Routed metal, one color a layer:
Drawn at 3 px/micron. Only two layers are drawn.
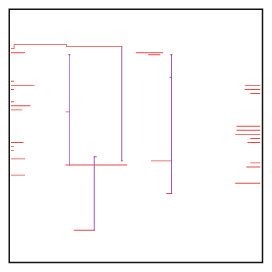
Pin map:
Drawn at 4 px/micron. Pins as bars across the die edge, other pins in gray.
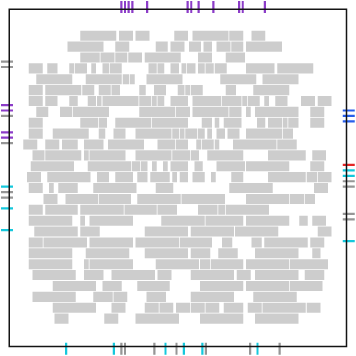
Clock wiring as the flow saved it:
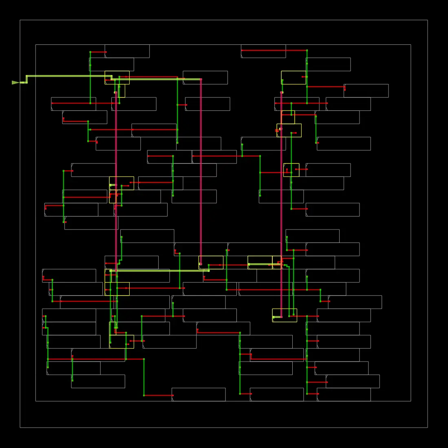
Gate-type map:
Drawn at 4 px/micron.
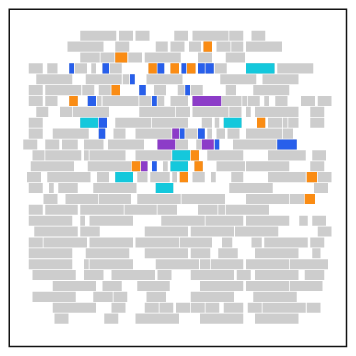
Clock wires, drivers and flops:
Drawn at 6 px/micron.
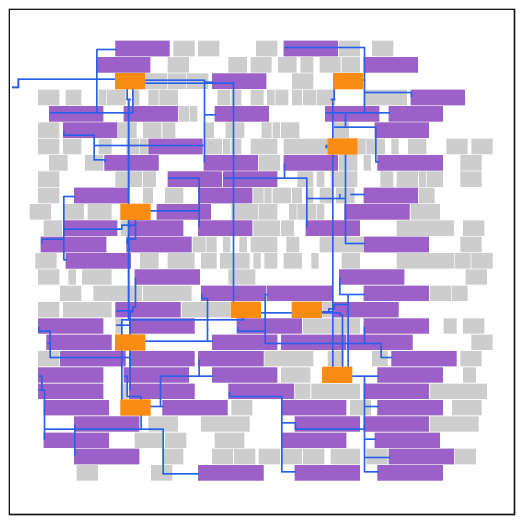
$ cat src/rtl/sample_cdc_receiver_pkg.sv
// Shared defaults, FSM state type and width helper
// for the toggle-handshake sample receiver.
package sample_cdc_pkg;

  localparam int DATA_W      = 12;
  localparam int SYNC_STAGES = 2;
  localparam int FIFO_DEPTH  = 4;

  typedef enum logic {
    IDLE,
    STALL
  } state_t;

  function automatic int lvl_w(input int depth);
    return $clog2(depth) + 1;
  endfunction

endpackage

$ cat src/rtl/sample_cdc_receiver_if.sv
// Source handshake and FWFT consumer bundle
// of the sample receiver.
interface sample_cdc_receiver_if #(
  parameter int DATA_W     = sample_cdc_pkg::DATA_W,
  parameter int FIFO_DEPTH = sample_cdc_pkg::FIFO_DEPTH
);
  import sample_cdc_pkg::*;

  localparam int LW = lvl_w(FIFO_DEPTH);

  logic              src_req;
  logic [DATA_W-1:0] src_data;
  logic              dst_ack;
  logic              out_valid;
  logic              out_ready;
  logic [DATA_W-1:0] out_data;
  logic [LW-1:0]     level;
  logic [15:0]       words_rcvd;

  modport slave (
    input  src_req,
    input  src_data,
    input  out_ready,
    output dst_ack,
    output out_valid,
    output out_data,
    output level,
    output words_rcvd
  );

  modport master (
    output src_req,
    output src_data,
    output out_ready,
    input  dst_ack,
    input  out_valid,
    input  out_data,
    input  level,
    input  words_rcvd
  );

endinterface

$ cat src/rtl/sample_cdc_receiver_fifo.sv
// First-word-fall-through synchronous FIFO
// with occupancy level.
module sample_fifo #(
  parameter int DATA_W = 12,
  parameter int DEPTH  = 4
) (
  input  logic                            clk,
  input  logic                            rst_n,
  input  logic                            i_wr,
  input  logic [DATA_W-1:0]               i_wdata,
  input  logic                            i_pop,
  output logic [DATA_W-1:0]               o_rdata,
  output logic                            o_full,
  output logic                            o_empty,
  output logic [sample_cdc_pkg::lvl_w(DEPTH)-1:0] o_level
);
  import sample_cdc_pkg::*;

  localparam int AW = $clog2(DEPTH);
  localparam int LW = lvl_w(DEPTH);

  logic [DATA_W-1:0] r_mem [DEPTH];
  logic [AW-1:0]     r_wptr;
  logic [AW-1:0]     r_rptr;
  logic [LW-1:0]     r_level;
  logic              w_pop;

  assign o_empty = (r_level == '0);
  assign o_full  = (r_level == LW'(DEPTH));
  assign o_level = r_level;
  assign w_pop   = i_pop && !o_empty;
  // Head word is zeroed while empty so reset shows 0.
  assign o_rdata = o_empty ? '0 : r_mem[r_rptr];

  always_ff @(posedge clk) begin
    if (i_wr) r_mem[r_wptr] <= i_wdata;
  end

  always_ff @(posedge clk or negedge rst_n) begin
    if (!rst_n) begin
      r_wptr  <= '0;
      r_rptr  <= '0;
      r_level <= '0;
    end else begin
      if (i_wr)  r_wptr <= r_wptr + AW'(1);
      if (w_pop) r_rptr <= r_rptr + AW'(1);
      unique case ({i_wr, w_pop})
        2'b10:   r_level <= r_level + LW'(1);
        2'b01:   r_level <= r_level - LW'(1);
        default: r_level <= r_level;
      endcase
    end
  end

endmodule

$ cat src/rtl/sample_cdc_receiver.sv
// Toggle req/ack CDC receiver: sync, capture,
// ack, buffer; backpressure by withholding ack.
module sample_cdc_receiver #(
  parameter int DATA_W      = sample_cdc_pkg::DATA_W,
  parameter int SYNC_STAGES = sample_cdc_pkg::SYNC_STAGES,
  parameter int FIFO_DEPTH  = sample_cdc_pkg::FIFO_DEPTH
) (
  input  logic                 clk,
  input  logic                 reset_n,
  sample_cdc_receiver_if.slave bus
);
  import sample_cdc_pkg::*;

  localparam int LW = lvl_w(FIFO_DEPTH);

  logic [SYNC_STAGES-1:0] r_sync;
  logic                   r_req_seen;
  logic                   r_ack;
  logic [15:0]            r_words;
  state_t                 r_state;
  state_t                 w_state_n;

  logic              w_req_sync;
  logic              w_pending;
  logic              w_pop;
  logic              w_can_write;
  logic              w_wr;
  logic              w_full;
  logic              w_empty;
  logic [DATA_W-1:0] w_rdata;
  logic [LW-1:0]     w_level;

  assign w_req_sync  = r_sync[SYNC_STAGES-1];
  assign w_pending   = w_req_sync ^ r_req_seen;
  assign w_pop       = !w_empty && bus.out_ready;
  // A pop in the same cycle frees the slot for the write.
  assign w_can_write = !w_full || w_pop;

  always_ff @(posedge clk or negedge reset_n) begin
    if (!reset_n) r_sync <= '0;
    else          r_sync <= {r_sync[SYNC_STAGES-2:0], bus.src_req};
  end

  always_comb begin
    w_state_n = r_state;
    w_wr      = 1'b0;
    unique case (r_state)
      IDLE: begin
        if (w_pending) begin
          if (w_can_write) w_wr      = 1'b1;
          else             w_state_n = STALL;
        end
      end
      STALL: begin
        if (w_pending && w_can_write) begin
          w_wr      = 1'b1;
          w_state_n = IDLE;
        end
      end
    endcase
  end

  always_ff @(posedge clk or negedge reset_n) begin
    if (!reset_n) begin
      r_state    <= IDLE;
      r_req_seen <= 1'b0;
      r_ack      <= 1'b0;
      r_words    <= '0;
    end else begin
      r_state <= w_state_n;
      if (w_wr) begin
        r_req_seen <= w_req_sync;
        r_ack      <= ~r_ack;
        r_words    <= r_words + 16'd1;
      end
    end
  end

  sample_fifo #(
    .DATA_W (DATA_W),
    .DEPTH  (FIFO_DEPTH)
  ) u_fifo (
    .clk     (clk),
    .rst_n   (reset_n),
    .i_wr    (w_wr),
    .i_wdata (bus.src_data),
    .i_pop   (w_pop),
    .o_rdata (w_rdata),
    .o_full  (w_full),
    .o_empty (w_empty),
    .o_level (w_level)
  );

  assign bus.dst_ack    = r_ack;
  assign bus.out_valid  = !w_empty;
  assign bus.out_data   = w_rdata;
  assign bus.level      = w_level;
  assign bus.words_rcvd = r_words;

endmodule

$ cat src/flat_wrapper.sv
// flat-port wrapper written by rule: the top's interface ports become plain ports
module sample_cdc_receiver_flat import sample_cdc_pkg::*;
#(
  parameter int DATA_W      = sample_cdc_pkg::DATA_W,
  parameter int SYNC_STAGES = sample_cdc_pkg::SYNC_STAGES,
  parameter int FIFO_DEPTH  = sample_cdc_pkg::FIFO_DEPTH
)
  (clk, reset_n, bus_src_req, bus_src_data, bus_out_ready, bus_dst_ack, bus_out_valid, bus_out_data, bus_level, bus_words_rcvd);
  sample_cdc_receiver_if #(.DATA_W(DATA_W), .FIFO_DEPTH(FIFO_DEPTH)) bus_i ();
  input  logic clk;
  input  logic reset_n;
  input wire logic [$bits(bus_i.src_req)-1:0] bus_src_req;
  input wire logic [$bits(bus_i.src_data)-1:0] bus_src_data;
  input wire logic [$bits(bus_i.out_ready)-1:0] bus_out_ready;
  output wire logic [$bits(bus_i.dst_ack)-1:0] bus_dst_ack;
  output wire logic [$bits(bus_i.out_valid)-1:0] bus_out_valid;
  output wire logic [$bits(bus_i.out_data)-1:0] bus_out_data;
  output wire logic [$bits(bus_i.level)-1:0] bus_level;
  output wire logic [$bits(bus_i.words_rcvd)-1:0] bus_words_rcvd;
  assign bus_i.src_req = bus_src_req;
  assign bus_i.src_data = bus_src_data;
  assign bus_i.out_ready = bus_out_ready;
  assign bus_dst_ack = bus_i.dst_ack;
  assign bus_out_valid = bus_i.out_valid;
  assign bus_out_data = bus_i.out_data;
  assign bus_level = bus_i.level;
  assign bus_words_rcvd = bus_i.words_rcvd;
  sample_cdc_receiver #(.DATA_W(DATA_W), .SYNC_STAGES(SYNC_STAGES), .FIFO_DEPTH(FIFO_DEPTH)) u_core (.clk(clk), .reset_n(reset_n), .bus(bus_i));
endmodule
$ cat config.mk
export PLATFORM = sky130hd
export DESIGN_NAME = sample_cdc_receiver_flat
export DESIGN_NICKNAME = d
export VERILOG_FILES = /design/src/rtl/sample_cdc_receiver_pkg.sv /design/src/rtl/sample_cdc_receiver_if.sv /design/src/rtl/sample_cdc_receiver_fifo.sv /design/src/rtl/sample_cdc_receiver.sv /design/src/flat_wrapper.sv
export SDC_FILE = /design/constraint.sdc
export NUM_CORES = 1
export LEC_CHECK = 0
export CORE_MARGIN = 3
export CORE_UTILIZATION = 53
export DETAILED_ROUTE_END_ITERATION = 10
export PLACE_DENSITY_LB_ADDON = 0.25
export SYNTH_ARGS = -nofsm -noshare
export SYNTH_HDL_FRONTEND = slang
export SYNTH_HIERARCHICAL = 1
export SYNTH_SLANG_ARGS = --single-unit
$ cat constraint.sdc
create_clock -name clk -period 3 [get_ports clk]
set_clock_uncertainty 0.1 [all_clocks]
set_input_delay 0.6 -clock clk [delete_from_list [all_inputs] [get_ports clk]]
set_output_delay 0.6 -clock clk [all_outputs]
set_load 0.02 [all_outputs]
==> results_slide.txt <==
Physical Implementation Snapshot

Cells and area
  – Fraction of area in multi-input gates: roughly a quarter
  – FILL cells: 404
  – Sequential cell area share: 53.09%
  – Final Instance Area: roughly 0.0040 sq mm
  – Multi-input comb cells: approximately 100
  – Layout net count: 276
  – Post-layout util: 70.26%
  – Area growth syn-to-layout: 23.81%

Final timing
  – Tcrit/Tclk final: 96.71%
  – WHS: about 0.25 ns
  – Setup TNS: 0 ns

Drt
  – DR vias/cell: 5.282
  – # DRC: 0
  – Uppermost layer routed: met4
  – Metal3 WL: 185 microns
  – 1st-pass router iterations: 4
  – Vias: around 1700

Global routing
  – Global routing usage on met2: 26.54%

Placed design
  – Post-DP HPWL: 3905 microns
  – Placed Instances: 314
  – Worst slack, placed: 0.2101 ns

Setup path
  – Crit path DRT: 2.30 ns
  – CP arrival: 2.20 ns
  – Cell depth of the worst flop-to-flop path: 11
  – Critical Path, Cell by Cell: buf_12 -> mux4_1 -> and2b_1 -> clkdlybuf4s50_1
  – Reg2Reg Setup Slack: 0.55 ns
  – Start point of the critical path: u_core/u_fifo/r_rptr[0]
  – Worst R2R End: u_core/u_fifo/o_level[2]
  – Crit-path max FO: 12

Power
  – P_sw: 1.370 mW
  – Switching part of the total: roughly a third
  – Combinational Power Share: approximately 45%

Floorplan
  – Die area: 0.007048 sq mm
  – # Taps: 72
  – Row count: 27

Clock network
  – # hold bufs at CTS: 0
  – # resized after CTS: 0

Yosys
  – Area leader share: 44.76%
  – Floorplan net count: 213
  – Mapped Avg Cell Area: between 15 and 20 sq um
  – Synth Warn #: 6
  – Simple share: 10.99%
  – Dominant combinational family: simple AND/OR/NAND/NOR gates
  – Main area contributors: edfxtp_1, dfrtp_1, mux4_2

Status
  – Status: complete, no violations

Worst hold path
  – Hold Crit Class: flip-flop to flip-flop
## Picture notes: 'routed metal, one color a layer'
metal 3 -> red  # wire length 185 microns
metal 4 -> purple  # wire length 146 microns

## Picture notes: 'pin map'
`bus_out_ready` -> red  # pins 1, direction input, edge right
`bus_src_data` -> cyan  # pins 12, direction input, edge 6 bottom, 3 right, 3 left
`bus_words_rcvd` -> purple  # pins 16, direction output, edge 12 top, 4 left
`bus_level` -> blue  # pins 3, direction output, edge right
all pins by edge = 13 left, 13 bottom, 12 top, 11 right

## Picture notes: 'clock wiring as the flow saved it'
total CTS buffers: 9
Skew-Pair Late Insertion Delay: 0.33 ns
clock buffers: 10
Clock Sinks: 75
Seq cells: 75

## Picture notes: 'gate-type map'
fa/ha/maj cells -> cyan  # cells 7, where middle
nand cells -> blue  # cells 18, where top middle
aoi and oai cells -> purple  # cells 5, where middle
and/or cells -> orange  # cells 14

## Picture notes: 'clock wires, drivers and flops'
flip-flops -> purple  # count 75
clock drivers -> orange  # count 9
clock wires -> blue  # length 792 microns
routed clock nets = 10
flops lie = widely spread

Power and IR drop assume default switching activity.
